`src/rtl/novck_mon_pkg.sv`:
```
// Shared types and defaults for the two-phase non-overlapping clock monitor.
package novck_mon_pkg;

   typedef enum logic [2:0] {
      ST_IDLE  = 3'd0,
      ST_PH1   = 3'd1,
      ST_GAP12 = 3'd2,
      ST_PH2   = 3'd3,
      ST_GAP21 = 3'd4
   } mon_state_e;

   localparam int SYNC_STAGES_DEF  = 2;
   localparam int GAP_W_DEF        = 8;
   localparam int CNT_W_DEF        = 16;
   localparam int MIN_GAP_DEF      = 1;
   localparam int COMPL_TOL_DEF    = 1;
   localparam int TIMEOUT_DEF      = 255;
   localparam int LOCK_PERIODS_DEF = 4;

   localparam int ERR_OVERLAP = 0;
   localparam int ERR_COMPL   = 1;
   localparam int ERR_SEQ     = 2;
   localparam int ERR_GAP     = 3;
   localparam int ERR_STALL   = 4;
   localparam int ERR_W       = 5;

   // Synchronizer bit order is {CK2_b, CK2, CK1_b, CK1}; idle level is both phases low.
   localparam logic [3:0] SYNC_RST_VAL = 4'b1010;

   function automatic logic is_gap(input mon_state_e s);
      return (s == ST_GAP12) || (s == ST_GAP21);
   endfunction

endpackage

```
`src/rtl/novck_sync.sv`:
```
// Multi-stage synchronizer for a small vector of asynchronous inputs,
// with a per-bit reset value.
module novck_sync #(
   parameter int           STAGES  = 2,
   parameter int           W       = 4,
   parameter logic [W-1:0] RST_VAL = '0
) (
   input  logic         clk_sys,
   input  logic         rst_b,
   input  logic [W-1:0] d_in,
   output logic [W-1:0] d_out
);

   logic [W-1:0] stage_q [STAGES];
   logic [W-1:0] stage_d [STAGES];

   always_comb begin
      stage_d[0] = d_in;
      for (int i = 1; i < STAGES; i++) begin
         stage_d[i] = stage_q[i-1];
      end
   end

   always_ff @(posedge clk_sys or negedge rst_b) begin
      if (!rst_b) begin
         for (int i = 0; i < STAGES; i++) begin
            stage_q[i] <= RST_VAL;
         end
      end else begin
         stage_q <= stage_d;
      end
   end

   assign d_out = stage_q[STAGES-1];

endmodule

```
`src/rtl/novck_monitor.sv`:
```
// Checker for a non-overlapping two-phase clock: overlap, complement, order,
// dead-time and stall faults, plus min dead time, period count and lock.
// Optional NOVCK_MON_DUTY_EN adds ck1_high/ck2_high high-time outputs.
//
// state    | meaning
// ---------+----------------------------------------------
// ST_IDLE  | waiting for a clean CK1 rise (after reset, overlap or !en)
// ST_PH1   | CK1 high
// ST_GAP12 | dead time after CK1 fall, waiting for CK2 rise
// ST_PH2   | CK2 high
// ST_GAP21 | dead time after CK2 fall, waiting for CK1 rise
module novck_monitor
   import novck_mon_pkg::*;
#(
   parameter int SYNC_STAGES  = SYNC_STAGES_DEF,
   parameter int GAP_W        = GAP_W_DEF,
   parameter int CNT_W        = CNT_W_DEF,
   parameter int MIN_GAP      = MIN_GAP_DEF,
   parameter int COMPL_TOL    = COMPL_TOL_DEF,
   parameter int TIMEOUT      = TIMEOUT_DEF,
   parameter int LOCK_PERIODS = LOCK_PERIODS_DEF
) (
   input  logic             CK,
   input  logic             RST_b,
   input  logic             CK1,
   input  logic             CK1_b,
   input  logic             CK2,
   input  logic             CK2_b,
   input  logic             en,
   input  logic             clr,
   output logic             overlap_err,
   output logic             compl_err,
   output logic             seq_err,
   output logic             gap_err,
   output logic             stall_err,
   output logic [GAP_W-1:0] min_gap,
   output logic [CNT_W-1:0] phase_cnt,
   output logic             locked
`ifdef NOVCK_MON_DUTY_EN
   ,
   output logic [GAP_W-1:0] ck1_high,
   output logic [GAP_W-1:0] ck2_high
`endif
);

   localparam int WD_W = $clog2(TIMEOUT + 1);
   localparam int CC_W = $clog2(COMPL_TOL + 2);
   localparam int LK_W = $clog2(LOCK_PERIODS + 1);

   localparam logic [GAP_W-1:0] MIN_GAP_V = GAP_W'(MIN_GAP);
   localparam logic [WD_W-1:0]  TIMEOUT_V = WD_W'(TIMEOUT);
   localparam logic [CC_W-1:0]  CC_MAX    = CC_W'(COMPL_TOL + 1);
   localparam logic [LK_W-1:0]  LOCK_V    = LK_W'(LOCK_PERIODS);

   logic [3:0]       sync_in;
   logic [3:0]       sync_out;
   logic             c1, c1b, c2, c2b;

   mon_state_e       state_q, state_d;
   logic             fsm_overlap, fsm_seq;
   logic             gap_exit, period_done, state_chg;
   logic [GAP_W-1:0] gap_val, gap_inc;
   logic [GAP_W-1:0] gap_cnt_q, gap_cnt_d;
   logic [GAP_W-1:0] mg_base, min_gap_q, min_gap_d;
   logic [ERR_W-1:0] err_q, err_d, err_set;
   logic [WD_W-1:0]  wdog_q, wdog_d;
   logic [1:0]       pair_mm;
   logic [CC_W-1:0]  cc_q [2];
   logic [CC_W-1:0]  cc_d [2];
   logic             compl_hit;
   logic [CNT_W-1:0] phase_cnt_q, phase_cnt_d;
   logic [LK_W-1:0]  streak_q, streak_d;
   logic             locked_q, locked_d;

   assign sync_in = {CK2_b, CK2, CK1_b, CK1};

   novck_sync #(
      .STAGES  (SYNC_STAGES),
      .W       (4),
      .RST_VAL (SYNC_RST_VAL)
   ) u_sync (
      .clk_sys (CK),
      .rst_b   (RST_b),
      .d_in    (sync_in),
      .d_out   (sync_out)
   );

   assign c1  = sync_out[0];
   assign c1b = sync_out[1];
   assign c2  = sync_out[2];
   assign c2b = sync_out[3];

   // Dead time including the current sample; used when a gap state is left.
   assign gap_inc = (gap_cnt_q == '1) ? gap_cnt_q : gap_cnt_q + 1'b1;

   always_comb begin
      state_d     = state_q;
      fsm_overlap = 1'b0;
      fsm_seq     = 1'b0;
      gap_exit    = 1'b0;
      gap_val     = '0;
      period_done = 1'b0;
      if (!en) begin
         state_d = ST_IDLE;
      end else if (c1 && c2) begin
         fsm_overlap = 1'b1;
         state_d     = ST_IDLE;
      end else begin
         case (state_q)
            ST_IDLE: begin
               if (c1) state_d = ST_PH1;
            end
            ST_PH1: begin
               if (!c1) begin
                  if (c2) begin
                     state_d  = ST_PH2;
                     gap_exit = 1'b1;
                  end else begin
                     state_d = ST_GAP12;
                  end
               end
            end
            ST_GAP12: begin
               if (c1) begin
                  fsm_seq = 1'b1;
                  state_d = ST_PH1;
               end else if (c2) begin
                  state_d  = ST_PH2;
                  gap_exit = 1'b1;
                  gap_val  = gap_inc;
               end
            end
            ST_PH2: begin
               if (!c2) begin
                  if (c1) begin
                     state_d     = ST_PH1;
                     gap_exit    = 1'b1;
                     period_done = 1'b1;
                  end else begin
                     state_d = ST_GAP21;
                  end
               end
            end
            ST_GAP21: begin
               if (c2) begin
                  fsm_seq = 1'b1;
                  state_d = ST_PH2;
               end else if (c1) begin
                  state_d     = ST_PH1;
                  gap_exit    = 1'b1;
                  gap_val     = gap_inc;
                  period_done = 1'b1;
               end
            end
            default: state_d = ST_IDLE;
         endcase
      end
   end

   always_comb begin
      state_chg = (state_d != state_q);

      gap_cnt_d = gap_cnt_q;
      if (en) begin
         if (is_gap(state_d) && state_chg) gap_cnt_d = '0;
         else if (is_gap(state_q))         gap_cnt_d = gap_inc;
      end

      if (!en || state_chg)         wdog_d = '0;
      else if (wdog_q != TIMEOUT_V) wdog_d = wdog_q + 1'b1;
      else                          wdog_d = wdog_q;

      pair_mm = {c2 == c2b, c1 == c1b};
      for (int p = 0; p < 2; p++) begin
         cc_d[p] = cc_q[p];
         if (en) begin
            if (state_q == ST_IDLE || !pair_mm[p]) cc_d[p] = '0;
            else if (cc_q[p] != CC_MAX)            cc_d[p] = cc_q[p] + 1'b1;
         end
      end
      compl_hit = ((cc_d[0] == CC_MAX) && (cc_q[0] != CC_MAX)) ||
                  ((cc_d[1] == CC_MAX) && (cc_q[1] != CC_MAX));

      err_set              = '0;
      err_set[ERR_OVERLAP] = fsm_overlap;
      err_set[ERR_SEQ]     = fsm_seq;
      err_set[ERR_GAP]     = gap_exit && (gap_val < MIN_GAP_V);
      err_set[ERR_COMPL]   = compl_hit;
      err_set[ERR_STALL]   = (wdog_d == TIMEOUT_V) && (wdog_q != TIMEOUT_V);

      // A new error event wins over a simultaneous clr.
      err_d       = (clr ? '0 : err_q) | err_set;
      mg_base     = clr ? '1 : min_gap_q;
      min_gap_d   = (gap_exit && (gap_val < mg_base)) ? gap_val : mg_base;
      phase_cnt_d = (clr ? '0 : phase_cnt_q) + CNT_W'(period_done);

      if (!en || clr || (|err_set))                 streak_d = '0;
      else if (period_done && (streak_q != LOCK_V)) streak_d = streak_q + 1'b1;
      else                                          streak_d = streak_q;
      locked_d = (streak_d == LOCK_V);
   end

   always_ff @(posedge CK or negedge RST_b) begin
      if (!RST_b) begin
         state_q     <= ST_IDLE;
         gap_cnt_q   <= '0;
         wdog_q      <= '0;
         cc_q[0]     <= '0;
         cc_q[1]     <= '0;
         err_q       <= '0;
         min_gap_q   <= '1;
         phase_cnt_q <= '0;
         streak_q    <= '0;
         locked_q    <= 1'b0;
      end else begin
         state_q     <= state_d;
         gap_cnt_q   <= gap_cnt_d;
         wdog_q      <= wdog_d;
         cc_q        <= cc_d;
         err_q       <= err_d;
         min_gap_q   <= min_gap_d;
         phase_cnt_q <= phase_cnt_d;
         streak_q    <= streak_d;
         locked_q    <= locked_d;
      end
   end

   assign overlap_err = err_q[ERR_OVERLAP];
   assign compl_err   = err_q[ERR_COMPL];
   assign seq_err     = err_q[ERR_SEQ];
   assign gap_err     = err_q[ERR_GAP];
   assign stall_err   = err_q[ERR_STALL];
   assign min_gap     = min_gap_q;
   assign phase_cnt   = phase_cnt_q;
   assign locked      = locked_q;

`ifdef NOVCK_MON_DUTY_EN
   logic [GAP_W-1:0] hi1_cnt_q, hi1_cnt_d, hi2_cnt_q, hi2_cnt_d;
   logic [GAP_W-1:0] ck1_high_q, ck1_high_d, ck2_high_q, ck2_high_d;

   // High time counts the entry sample; only a legal phase exit publishes it.
   always_comb begin
      hi1_cnt_d  = hi1_cnt_q;
      hi2_cnt_d  = hi2_cnt_q;
      ck1_high_d = clr ? '0 : ck1_high_q;
      ck2_high_d = clr ? '0 : ck2_high_q;
      if (en) begin
         if (state_d == ST_PH1 && state_q != ST_PH1) begin
            hi1_cnt_d = GAP_W'(1);
         end else if (state_q == ST_PH1) begin
            if (state_d == ST_PH1) begin
               if (hi1_cnt_q != '1) hi1_cnt_d = hi1_cnt_q + 1'b1;
            end else if (state_d != ST_IDLE) begin
               ck1_high_d = hi1_cnt_q;
            end
         end
         if (state_d == ST_PH2 && state_q != ST_PH2) begin
            hi2_cnt_d = GAP_W'(1);
         end else if (state_q == ST_PH2) begin
            if (state_d == ST_PH2) begin
               if (hi2_cnt_q != '1) hi2_cnt_d = hi2_cnt_q + 1'b1;
            end else if (state_d != ST_IDLE) begin
               ck2_high_d = hi2_cnt_q;
            end
         end
      end
   end

   always_ff @(posedge CK or negedge RST_b) begin
      if (!RST_b) begin
         hi1_cnt_q  <= '0;
         hi2_cnt_q  <= '0;
         ck1_high_q <= '0;
         ck2_high_q <= '0;
      end else begin
         hi1_cnt_q  <= hi1_cnt_d;
         hi2_cnt_q  <= hi2_cnt_d;
         ck1_high_q <= ck1_high_d;
         ck2_high_q <= ck2_high_d;
      end
   end

   assign ck1_high = ck1_high_q;
   assign ck2_high = ck2_high_q;
`endif

endmodule

```
`config.mk`:
```
export PLATFORM = sky130hd
export DESIGN_NAME = novck_monitor
export DESIGN_NICKNAME = d
export VERILOG_FILES = /design/src/rtl/novck_mon_pkg.sv /design/src/rtl/novck_sync.sv /design/src/rtl/novck_monitor.sv
export SDC_FILE = /design/constraint.sdc
export NUM_CORES = 1
export LEC_CHECK = 0
export CAP_MARGIN = 20
export CORE_ASPECT_RATIO = 2
export CORE_MARGIN = 3
export CORE_UTILIZATION = 50
export DETAILED_ROUTE_END_ITERATION = 10
export PLACE_DENSITY = 0.71
export SLEW_MARGIN = 25
export SYNTH_ARGS = -nofsm -noshare
export SYNTH_HDL_FRONTEND = slang
export SYNTH_SLANG_ARGS = --single-unit
export TNS_END_PERCENT = 5
```
`constraint.sdc`:
```
create_clock -name CK -period 7.7 [get_ports CK]
set_input_delay 1.54 -clock CK [delete_from_list [all_inputs] [get_ports CK]]
set_output_delay 1.54 -clock CK [all_outputs]
set_load 0.005 [all_outputs]
```
**Clock routing**

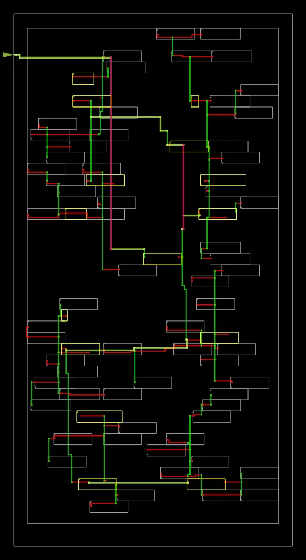
clock buf count: 12
Clock Power: 433 uW

**M3 wires**

Bar = 20 um.
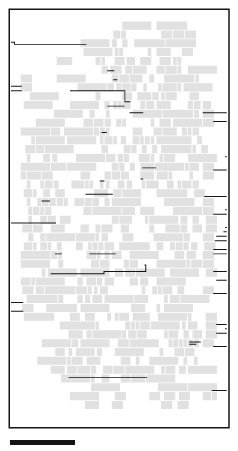
share of all routed wire: 2.9%
wire length on this layer: 238 um
main direction: horizontal
nets with wire on the layer: 36
longest straight run: 23.9 um
DRT Wirelength: 8.177 mm
met3 GRT Util: 5.677%

**M1 wires**

Supply wires on this layer in grey.
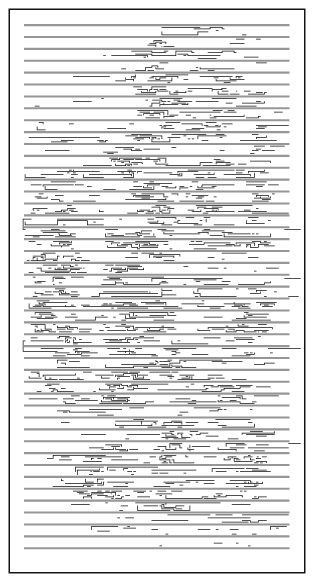
main direction: horizontal
wire length on this layer: 3,150 um
longest straight run: 21.6 um
nets with wire on the layer: 399
via count: 3,000
met1 Use GR: 21.79%

==> impl_metrics.csv <==
group,metric,value,unit
run_status,status,"finished clean",
die,rows,44,
setup_path,crit_path_end,"min_gap[1]$_DFF_PN1_",
timing,tns,0,ns
die,die_y,128.6,um
logic_synthesis,top_cells_by_count,"52 x dfrtp_1, 30 x nor2_1, 28 x nand2_1",
timing,finalClockPeriodUsage,58.42,%
timing,slew-limit-headroom,39.60,%
min_path,hold_class,"flip-flop to flip-flop",
die,die_x,67.29,um
power,clkPwrFrac,47.9,%
route,vias_per_cell,5.859,
setup_path,worst-setup-path-type,"primary input to flip-flop",
grt,overflow,0,
logic_synthesis,synthArstFlopShare,100.0,%
clocking,clockBufferDepth,2,
power,comb_power_share,9.8,%
finish,area_growth,19.12,%
setup_path,cp_num_cells,10,
setup_path,cpLargestDelayFamily,"simple AND/OR/NAND/NOR gates",
route,drtPass1Iterations,4,
setup_path,endpoint_kind,"flip-flop",
place,dpl.hpwl,5.940,mm
logic_synthesis,synth_top_cell_by_area,"dfrtp_1",
logic_synthesis,yosysWarnings,0,
timing,finClkSkew,0.01028,ns
power,internal_power,696.1,uW
power,seq_power_share,42.3,%
clocking,clk_pin_slew,0.05,ns
grt,grt_pass1_vias,3029,
setup_path,cp-start-kind,"primary input",
finish,largest_reg_flops,16,
finish,lay_top_cells,"52 x dfrtp_1, 36 x clkdlybuf4s50_1, 30 x nor2_1, 28 x nand2_1, 24 x a21oi_1",
route,postRouteAntennaNets,0,
setup_path,crit_buf_inv,1,
timing,tightest_slew,0.9060,ns
setup_path,reg2reg_from,"gap_cnt_q[0]$_DFFE_PN0P_",
min_path,whs_endpoint,"u_sync.d_out[2]$_DFF_PN0_",
logic_synthesis,topCellsByArea,"dfrtp_1 35%, dfstp_2 8.4%, ha_1 5.7%, xnor2_1 3.5%, a21oi_1 3.2%",
logic_synthesis,yosys_area,0.003756,mm2
setup_path,worstReg2RegEnd,"min_gap[1]$_DFF_PN1_",
power,swShare,22.99,%
timing,timing.final.max_slew_violations,0,
logic_synthesis,synthTopLogicFamily,"simple AND/OR/NAND/NOR gates",
logic_synthesis,ys_sh_mux,2.465,%
clocking,clk_latency,0.33,ns
place,placed_cells,497,
grt,grt_pass1_wl,13.93,mm
route,drcViolationCount,0,
power,leakage,1.930,nW
die,ios,38,
logic_synthesis,ys_cells,384,
logic_synthesis,aoi_share,17.29,%
clocking,cts_tree,"done",
clocking,post_cts_resized,0,
logic_synthesis,adder_share,5.663,%
logic_synthesis,synth_cells,384,
power,cellPowerDensity,202.0,mW/mm2
clocking,numCtsBuffers,9,
power,total_power,903.9,uW
setup_path,slowest_stage,"clkdlybuf4s50_1",
logic_synthesis,edf_count,0,
timing,fin_ws,3.202,ns
finish,post-route-util,61.57,%
timing,setup-violations-final,0,
route,wl_per_cell,15.97,um
clocking,htreeDepth,3,
finish,fillers,630,
place,place_congestion,0.8474,
setup_path,arrival,4.74,ns
job,cap_violations,0,
route,drtIter0Drc,137,
power,switching_power,207.8,uW
timing,fmax,222.3,MHz
power,vdd_ir_drop_max,0.0001816,V
grt,grt_max_degree,65,
timing,rsz0062_at_grt,"false",
logic_synthesis,syn_area,0.003756,mm2
place,pre_cts_ws,2.860,ns
finish,design_area,0.004474,mm2
power,powerComb,88.6,uW
finish,num-nets-final,441,
logic_synthesis,synth_flops,64,
finish,diodes,0,
die,chip_area,0.008651,mm2
min_path,worstHoldStart,"u_sync.stage_d[2]$_DFF_PN0_",
place,dpl_cell_area,0.004153,mm2
setup_path,critPathMaxStageDelay,0.72,ns
logic_synthesis,xor_share,4.897,%
clocking,clkSinkCount,64,
timing,layout_min_cycle_time,4.498,ns
setup_path,rr_worst_depth,11,
clocking,postCtsHoldBufs,0,
clocking,cts_setup_buffers,0,
power,top_power_group,"clock",
setup_path,path_max_fanout,11,
logic_synthesis,syn_area_per_cell,9.782,um2
grt,track_usage,21.15,%
place,port_buffers,37,
logic_synthesis,syn-num-nets,409,
logic_synthesis,simple_gate_share,21.72,%
min_path,min_path_cells,0,
setup_path,rrSetupSlack,4.28,ns
logic_synthesis,synth_cell_types,68,
die,coreArea,0.007267,mm2
timing,timing.hold.ws,0.3475,ns
grt,antenna_found_initial,0,
finish,drive_gt1_share,10.95,%
logic_synthesis,yosys.stat.seqShare,43.04,%
die,floorplan.core_util,51.69,%
setup_path,cp-startpoint,"en",
logic_synthesis,synth_top_cell_by_count,"dfrtp_1",
logic_synthesis,top_cell_area_share,34.64,%
setup_path,crit_chain,"clkdlybuf4s50_1, nand2b_1, a21oi_4, a21boi_0, ha_1, nor4bb_1, o21ai_0, a21oi_1, nand4b_1, mux2_1",
clocking,cts_root_buf,"clkbuf_16",
setup_path,worstPathRequired,7.94,ns
power,p_seq,382,uW
job,warning_count,29,
timing,hold_violations,0,
logic_synthesis,ys.flop_type,"dfrtp_1",
**Logic cells by family**

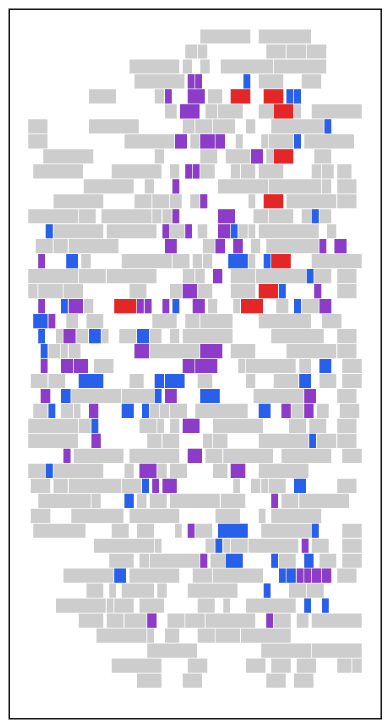
[multiplexers] red | cells: 9
[NAND gates] purple | cells: 67
[NOR gates] blue | cells: 51
Comb area share: 43.68%
dominant logic cell type in the layout: dfrtp_1
non-filler cells, final: 512

**M2 wires**

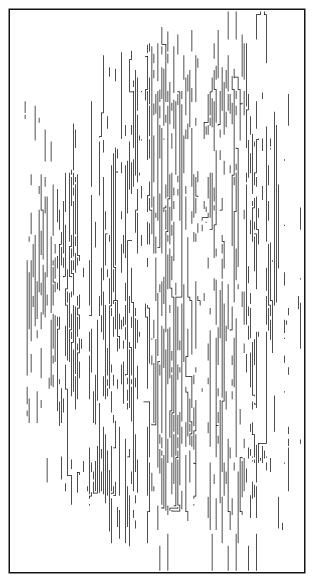
main direction: vertical
share of all routed wire: 58%
longest straight run: 44.2 um
nets with wire on the layer: 389
GR Util met2: 39.04%

-- layout make-up --
type	count	area [um2]	share of cell area, %
clock buffer	12	256.5	5.733
clock inverter	3	65.06	1.454
timing repair buffer	39	380.4	8.501
multi-input combinational	279	1954	43.68
sequential	64	1617	36.13
tap	92	115.1	2.573
inverter	23	86.33	1.930
-- routing by layer --
| metal | routed length [um] | part of all wire [%] | up-vias | track usage (%) |
|---|---|---|---|---|
| li1 | - | - | 1461 | - |
| met1 | 3145 | 38 | 1476 | 21.79 |
| met2 | 4713 | 58 | 56 | 39.04 |
| met3 | 237 | 2.9 | 7 | 5.677 |
| met4 | 81 | 0.99 | 0 | 8.134 |
| met5 | 0 | 0 | - | 0 |
Power figures rest on the tool's default switching activity, not on a simulated workload.
